<file path="src/rtl/vga_uart_pkg.sv">
// Shared constants for the UART-driven VGA framebuffer path:
// command bytes, default VRAM size and the loader FSM state encoding.
package vga_uart_pkg;

    localparam logic [7:0] CMD_ADDR  = 8'hA5;
    localparam logic [7:0] CMD_WRITE = 8'h5A;
    localparam logic [7:0] CMD_FILL  = 8'hC3;

    // 10 words per row x 60 rows, eight 2-bit pixels per word
    localparam int WORDS_DEFAULT = 600;

    typedef enum logic [2:0] {
        IDLE    = 3'd0,
        ADDR_HI = 3'd1,
        ADDR_LO = 3'd2,
        DATA_HI = 3'd3,
        DATA_LO = 3'd4,
        FILL_HI = 3'd5,
        FILL_LO = 3'd6,
        FILLING = 3'd7
    } state_e;

endpackage

</file>
<file path="src/rtl/vram_loader.sv">
// Byte-command VRAM loader. Decodes a UART byte stream into single-word
// writes (0x5A hi lo), address loads (0xA5 hi lo) and whole-screen fills
// (0xC3 hi lo). Every output is a register; RX bytes only ever reach the
// outputs through the next-state logic.
// Handshake: RX_DATA is consumed on every cycle RX_VALID=1 unless BUSY=1,
// in which case the byte is dropped with no effect. There is no back-pressure.
module vram_loader
    import vga_uart_pkg::*;
#(
    parameter int WORDS  = WORDS_DEFAULT,
    parameter int ADDR_W = 10
) (
    input  logic              CLK,
    input  logic              RST_N,
    input  logic [7:0]        RX_DATA,
    input  logic              RX_VALID,
    output logic [15:0]       VRAM_DATA,
    output logic [ADDR_W-1:0] VRAM_WRADDR,
    output logic              VRAM_WREN,
    output logic              BUSY,
    output logic              ERR
);

    localparam logic [ADDR_W-1:0] LAST = ADDR_W'(WORDS - 1);

    state_e            state_q, state_d;
    logic [ADDR_W-1:0] addr_q, addr_d;     // current write address
    logic [ADDR_W-1:0] cnt_q, cnt_d;       // next fill address
    logic [1:0]        ahi_q, ahi_d;       // captured address bits [9:8]
    logic [7:0]        hi_q, hi_d;         // captured data/fill high byte
    logic [15:0]       fill_q, fill_d;
    logic [15:0]       data_q, data_d;
    logic [ADDR_W-1:0] wraddr_q, wraddr_d;
    logic              wren_q, wren_d;
    logic              busy_q, busy_d;
    logic              err_q, err_d;
    logic [ADDR_W-1:0] new_addr;

    assign new_addr    = ADDR_W'({ahi_q, RX_DATA});
    assign VRAM_DATA   = data_q;
    assign VRAM_WRADDR = wraddr_q;
    assign VRAM_WREN   = wren_q;
    assign BUSY        = busy_q;
    assign ERR         = err_q;

    // Next-state decode: fill sweep first, then the BUSY tail, then byte commands.
    // The FILL_LO byte itself issues the write to address 0 so that BUSY and
    // WREN are both high for exactly WORDS cycles starting the next cycle.
    always_comb begin
        state_d  = state_q;
        addr_d   = addr_q;
        cnt_d    = cnt_q;
        ahi_d    = ahi_q;
        hi_d     = hi_q;
        fill_d   = fill_q;
        data_d   = data_q;
        wraddr_d = wraddr_q;
        wren_d   = 1'b0;
        busy_d   = busy_q;
        err_d    = 1'b0;

        if (state_q == FILLING) begin
            wren_d   = 1'b1;
            wraddr_d = cnt_q;
            data_d   = fill_q;
            busy_d   = 1'b1;
            if (cnt_q == LAST) begin
                state_d = IDLE;
                addr_d  = '0;
                cnt_d   = '0;
            end else begin
                cnt_d = cnt_q + ADDR_W'(1);
            end
        end else if (busy_q) begin
            // last fill write is on the bus; bytes arriving now are dropped
            busy_d = 1'b0;
        end else if (RX_VALID) begin
            case (state_q)
                IDLE: begin
                    case (RX_DATA)
                        CMD_ADDR:  state_d = ADDR_HI;
                        CMD_WRITE: state_d = DATA_HI;
                        CMD_FILL:  state_d = FILL_HI;
                        default:   err_d   = 1'b1;
                    endcase
                end
                ADDR_HI: begin
                    ahi_d   = RX_DATA[1:0];
                    state_d = ADDR_LO;
                end
                ADDR_LO: begin
                    if (new_addr <= LAST) begin
                        addr_d = new_addr;
                    end else begin
                        err_d = 1'b1;
                    end
                    state_d = IDLE;
                end
                DATA_HI: begin
                    hi_d    = RX_DATA;
                    state_d = DATA_LO;
                end
                DATA_LO: begin
                    wren_d   = 1'b1;
                    data_d   = {hi_q, RX_DATA};
                    wraddr_d = addr_q;
                    addr_d   = (addr_q == LAST) ? '0 : addr_q + ADDR_W'(1);
                    state_d  = IDLE;
                end
                FILL_HI: begin
                    hi_d    = RX_DATA;
                    state_d = FILL_LO;
                end
                FILL_LO: begin
                    fill_d   = {hi_q, RX_DATA};
                    wren_d   = 1'b1;
                    wraddr_d = '0;
                    data_d   = {hi_q, RX_DATA};
                    busy_d   = 1'b1;
                    cnt_d    = ADDR_W'(1);
                    if (LAST == '0) begin
                        state_d = IDLE;
                    end else begin
                        state_d = FILLING;
                    end
                end
                default: state_d = IDLE;
            endcase
        end
    end

    // State and output registers; reset aborts any command or fill in flight.
    always_ff @(posedge CLK or negedge RST_N) begin
        if (!RST_N) begin
            state_q  <= IDLE;
            addr_q   <= '0;
            cnt_q    <= '0;
            ahi_q    <= '0;
            hi_q     <= '0;
            fill_q   <= '0;
            data_q   <= '0;
            wraddr_q <= '0;
            wren_q   <= 1'b0;
            busy_q   <= 1'b0;
            err_q    <= 1'b0;
        end else begin
            state_q  <= state_d;
            addr_q   <= addr_d;
            cnt_q    <= cnt_d;
            ahi_q    <= ahi_d;
            hi_q     <= hi_d;
            fill_q   <= fill_d;
            data_q   <= data_d;
            wraddr_q <= wraddr_d;
            wren_q   <= wren_d;
            busy_q   <= busy_d;
            err_q    <= err_d;
        end
    end

endmodule

</file>
<file path="config.mk">
export PLATFORM = sky130hd
export DESIGN_NAME = vram_loader
export DESIGN_NICKNAME = d
export VERILOG_FILES = /design/src/rtl/vga_uart_pkg.sv /design/src/rtl/vram_loader.sv
export SDC_FILE = /design/constraint.sdc
export NUM_CORES = 1
export LEC_CHECK = 0
export CAP_MARGIN = 10
export CORE_MARGIN = 2
export CORE_UTILIZATION = 42
export CTS_CLUSTER_DIAMETER = 200
export DETAILED_ROUTE_END_ITERATION = 10
export GPL_ROUTABILITY_DRIVEN = 0
export PLACE_DENSITY = 0.7
export SKIP_CTS_REPAIR_TIMING = 1
export SKIP_LAST_GASP = 1
export SLEW_MARGIN = 20
export SYNTH_ARGS = -nofsm -noshare
export SYNTH_HDL_FRONTEND = slang
export SYNTH_SLANG_ARGS = --single-unit
</file>
<file path="constraint.sdc">
create_clock -name CLK -period 2 [get_ports CLK]
set_input_delay 0.4 -clock CLK [delete_from_list [all_inputs] [get_ports CLK]]
set_output_delay 0.4 -clock CLK [all_outputs]
set_load 0.01 [all_outputs]
</file>
Routed metal, one colour a layer:
Two of the layers only.
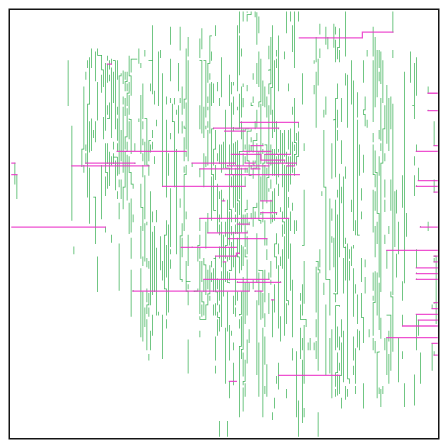
| colour | layer | wire length |
|---|---|---|
| magenta | metal 3 | 457 um |
| green | metal 2 | 4,390 um |
routed via count: 3,184
Total GRT Usage: 19.5%
wire length per cell: 16.2 um
post-detailed-routing wire length: 9170 um

I/O nets highlighted:
The bar under the picture is 20 um long.
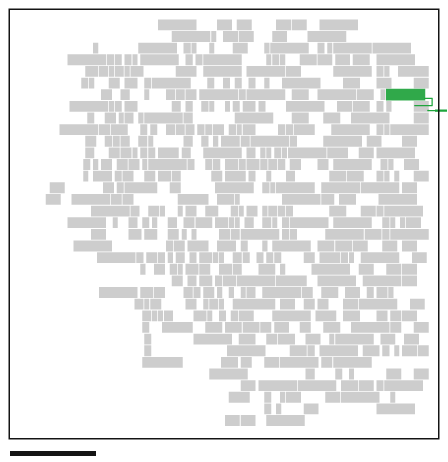
| colour | port | bits | direction | edge | end cells | buffers | wire |
|---|---|---|---|---|---|---|---|
| green | `VRAM_WREN` | 1 | output | right | 1 | 1 | 9.90 um |
Boundary Pins: 40
total of buffers placed on input and output ports: 39

Register map, names as in the netlist:
The bar under the picture is 20 um long. Other sequential cells in the stronger grey, the rest of the logic in the fainter grey.
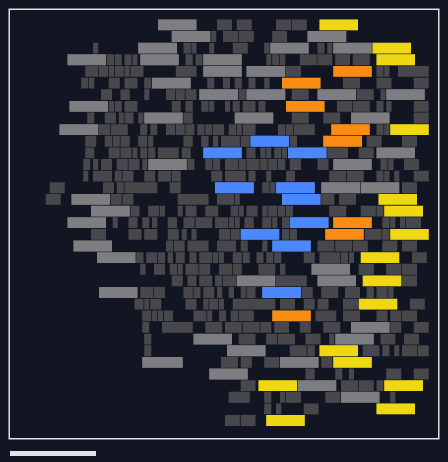
| colour | netlist name | flops |
|---|---|---|
| blue | `addr_q` | 10 |
| orange | `hi_q` | 8 |
| yellow | `VRAM_DATA` | 16 |
not coloured: 44
Flop area: 0.00195 sq mm
sequential power: 2.19 mW
sequential fraction of total cell area: 40.5%
final core utilization: 52.9%

==> flow_metrics.tcl <==
# place-and-route summary
set metrics [dict create \
    final_hold_viol_count 31 \
    syn-mean-instance-area_sq_um 10.1 \
    drt-initial-drc-count 161 \
    ys_types 51 \
    final-max-slew-violation-count 0 \
    grt_first_pass_wirelength_um 15300 \
    path_max_fanout 17 \
    timing.setup.critical_path_class "in2reg" \
    number_of_cell_instances_on_the_worst_register_to_register_path 5 \
    detailedPlacementHpwl_um 6430 \
    antennaDiodeCount 0 \
    failing_checks "hold timing" \
    postSynthSeqShare_pct 50.4 \
    initial_antenna_violation_count 0 \
    core_region_area_sq_mm 0.00911 \
    first_global_vias 3146 \
    power_leakage_nw 2.13 \
    setup_viol_count_final 0 \
    finalHoldWorstSlack_ns -0.0285 \
    ctsRootBufferMaster "sky130_fd_sc_hd__clkbuf_8" \
    run_status "finished with violations" \
]
Routing congestion map:
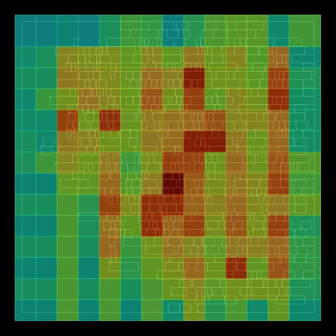
grt peak-use layer: met2
GR Layer Usage met1: 25.6%
Global Route met3 Usage: 3.13%
met2 usage: 31.6%

Signal wires on met1:
The bar under the picture is 20 um long. Supply wires on this layer in grey. Cells faint in the background.
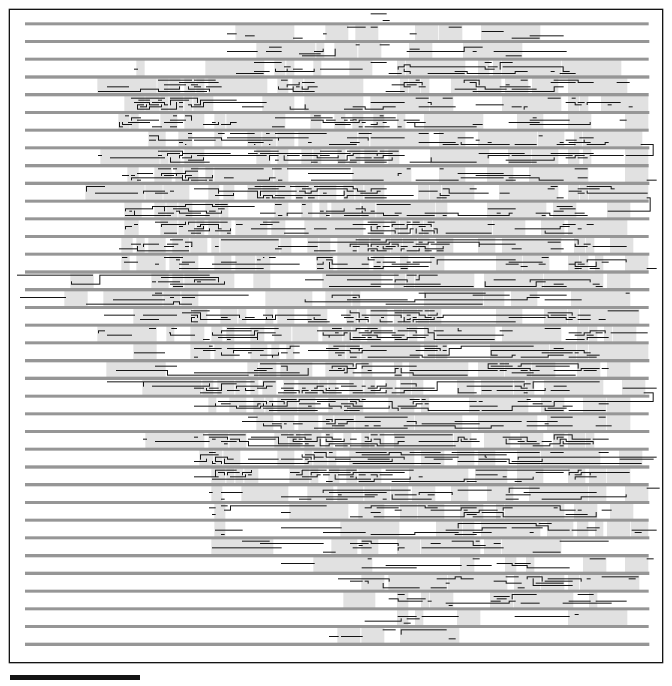
main direction: horizontal
nets with wire on the layer: 422
longest straight run: 29.4 um
wire length on this layer: 4,130 um
share of all routed wire: 45%

[cells by family (layout without fill, tap and decap cells)]
| logic type | count (synthesis) | in the layout |
|---|---|---|
| AOI/OAI and AO/OA | 102 | 102 |
| xor gates and xnor gates | 4 | 4 |
| adders and majority gates | 2 | 2 |
| buffers and inverters | 24 | 95 |
| DFF | 78 | 78 |
| muxes | 42 | 42 |
| and+or+nand+nor | 133 | 133 |
[metal layers]
metal | track usage (%) | up-vias | routed length [um]
li1 | - | 1525 | -
met5 | 0 | - | 0
met2 | 31.6 | 94 | 4390
met3 | 3.13 | 17 | 457
met1 | 25.6 | 1548 | 4130
met4 | 9.17 | 0 | 192
[layout by cell type (no fill, tap or decap), drive strengths merged, types with 4 or more instances in the layout]
| cell | count |
|---|---|
| mux2i | 16 |
| a21oi | 19 |
| nor2 | 21 |
| clkbuf | 9 |
| clkdlybuf4s50 | 38 |
| a31oi | 4 |
| xnor2 | 4 |
| nand2 | 53 |
| nand3 | 9 |
| o31ai | 4 |
| o21ai | 57 |
| nor4 | 7 |
| inv | 8 |
| dfrtp | 78 |
| buf | 37 |
| and3 | 14 |
| mux2 | 26 |
[worst paths after layout]
kind | endpoint | slack [ns]
min | VRAM_DATA[5] | -0.03
min reg2reg | VRAM_WRADDR[1] | 0.48
max | addr_q[8] | 0.07
min in group CLK | VRAM_WRADDR[1] | 0.48
max in group asynchronous | VRAM_DATA[2] | 1.41
max reg2reg | addr_q[8] | 0.08
[power breakdown]
| group | internal (mW) | switching [mW] | leakage (nW) |
|---|---|---|---|
| registers | 1.87 | 0.321 | 1.00 |
| clock network | 0.476 | 0.672 | 0.0863 |
| logic | 0.613 | 0.570 | 1.04 |
[final cells by class]
cell class / instances / area share (%)
clock buffers: 9 / 2.57
clock inverters: 7 / 1.30
inverters: 4 / 0.311
multi-input cells: 283 / 37.7
flip-flops and latches: 78 / 40.5
well taps: 111 / 2.88
repair buffers: 75 / 14.7
[worst max-delay path, delay by kind of cell]
family                 cells  cell delay, ns
AND/OR/NAND/NOR            1            0.29
AND-OR/OR-AND              4            1.04
buffers and inverters      1            0.45
[cells in the mapped netlist, types with 6 or more instances]
| cell type | number |
|---|---|
| sky130_fd_sc_hd__mux2i_1 | 16 |
| sky130_fd_sc_hd__nor4_1 | 6 |
| sky130_fd_sc_hd__mux2_2 | 26 |
| sky130_fd_sc_hd__nand2_1 | 52 |
| sky130_fd_sc_hd__a21oi_1 | 18 |
| sky130_fd_sc_hd__and3_1 | 14 |
| sky130_fd_sc_hd__o21ai_0 | 56 |
| sky130_fd_sc_hd__buf_2 | 11 |
| sky130_fd_sc_hd__dfrtp_1 | 78 |
| sky130_fd_sc_hd__clkbuf_1 | 6 |
| sky130_fd_sc_hd__nor2_1 | 21 |
| sky130_fd_sc_hd__nand3_1 | 9 |
[registers in the layout, indices dropped and copies added (netlist names)]
| signal | cells |
|---|---|
| ERR | 1 |
| hi_q | 8 |
| state_q | 3 |
| VRAM_WRADDR | 10 |
| ahi_q | 2 |
| addr_q | 10 |
| VRAM_WREN | 1 |
| cnt_q | 10 |
| fill_q | 16 |
| BUSY | 1 |
| VRAM_DATA | 16 |
Power is estimated from default activity; no workload was simulated.
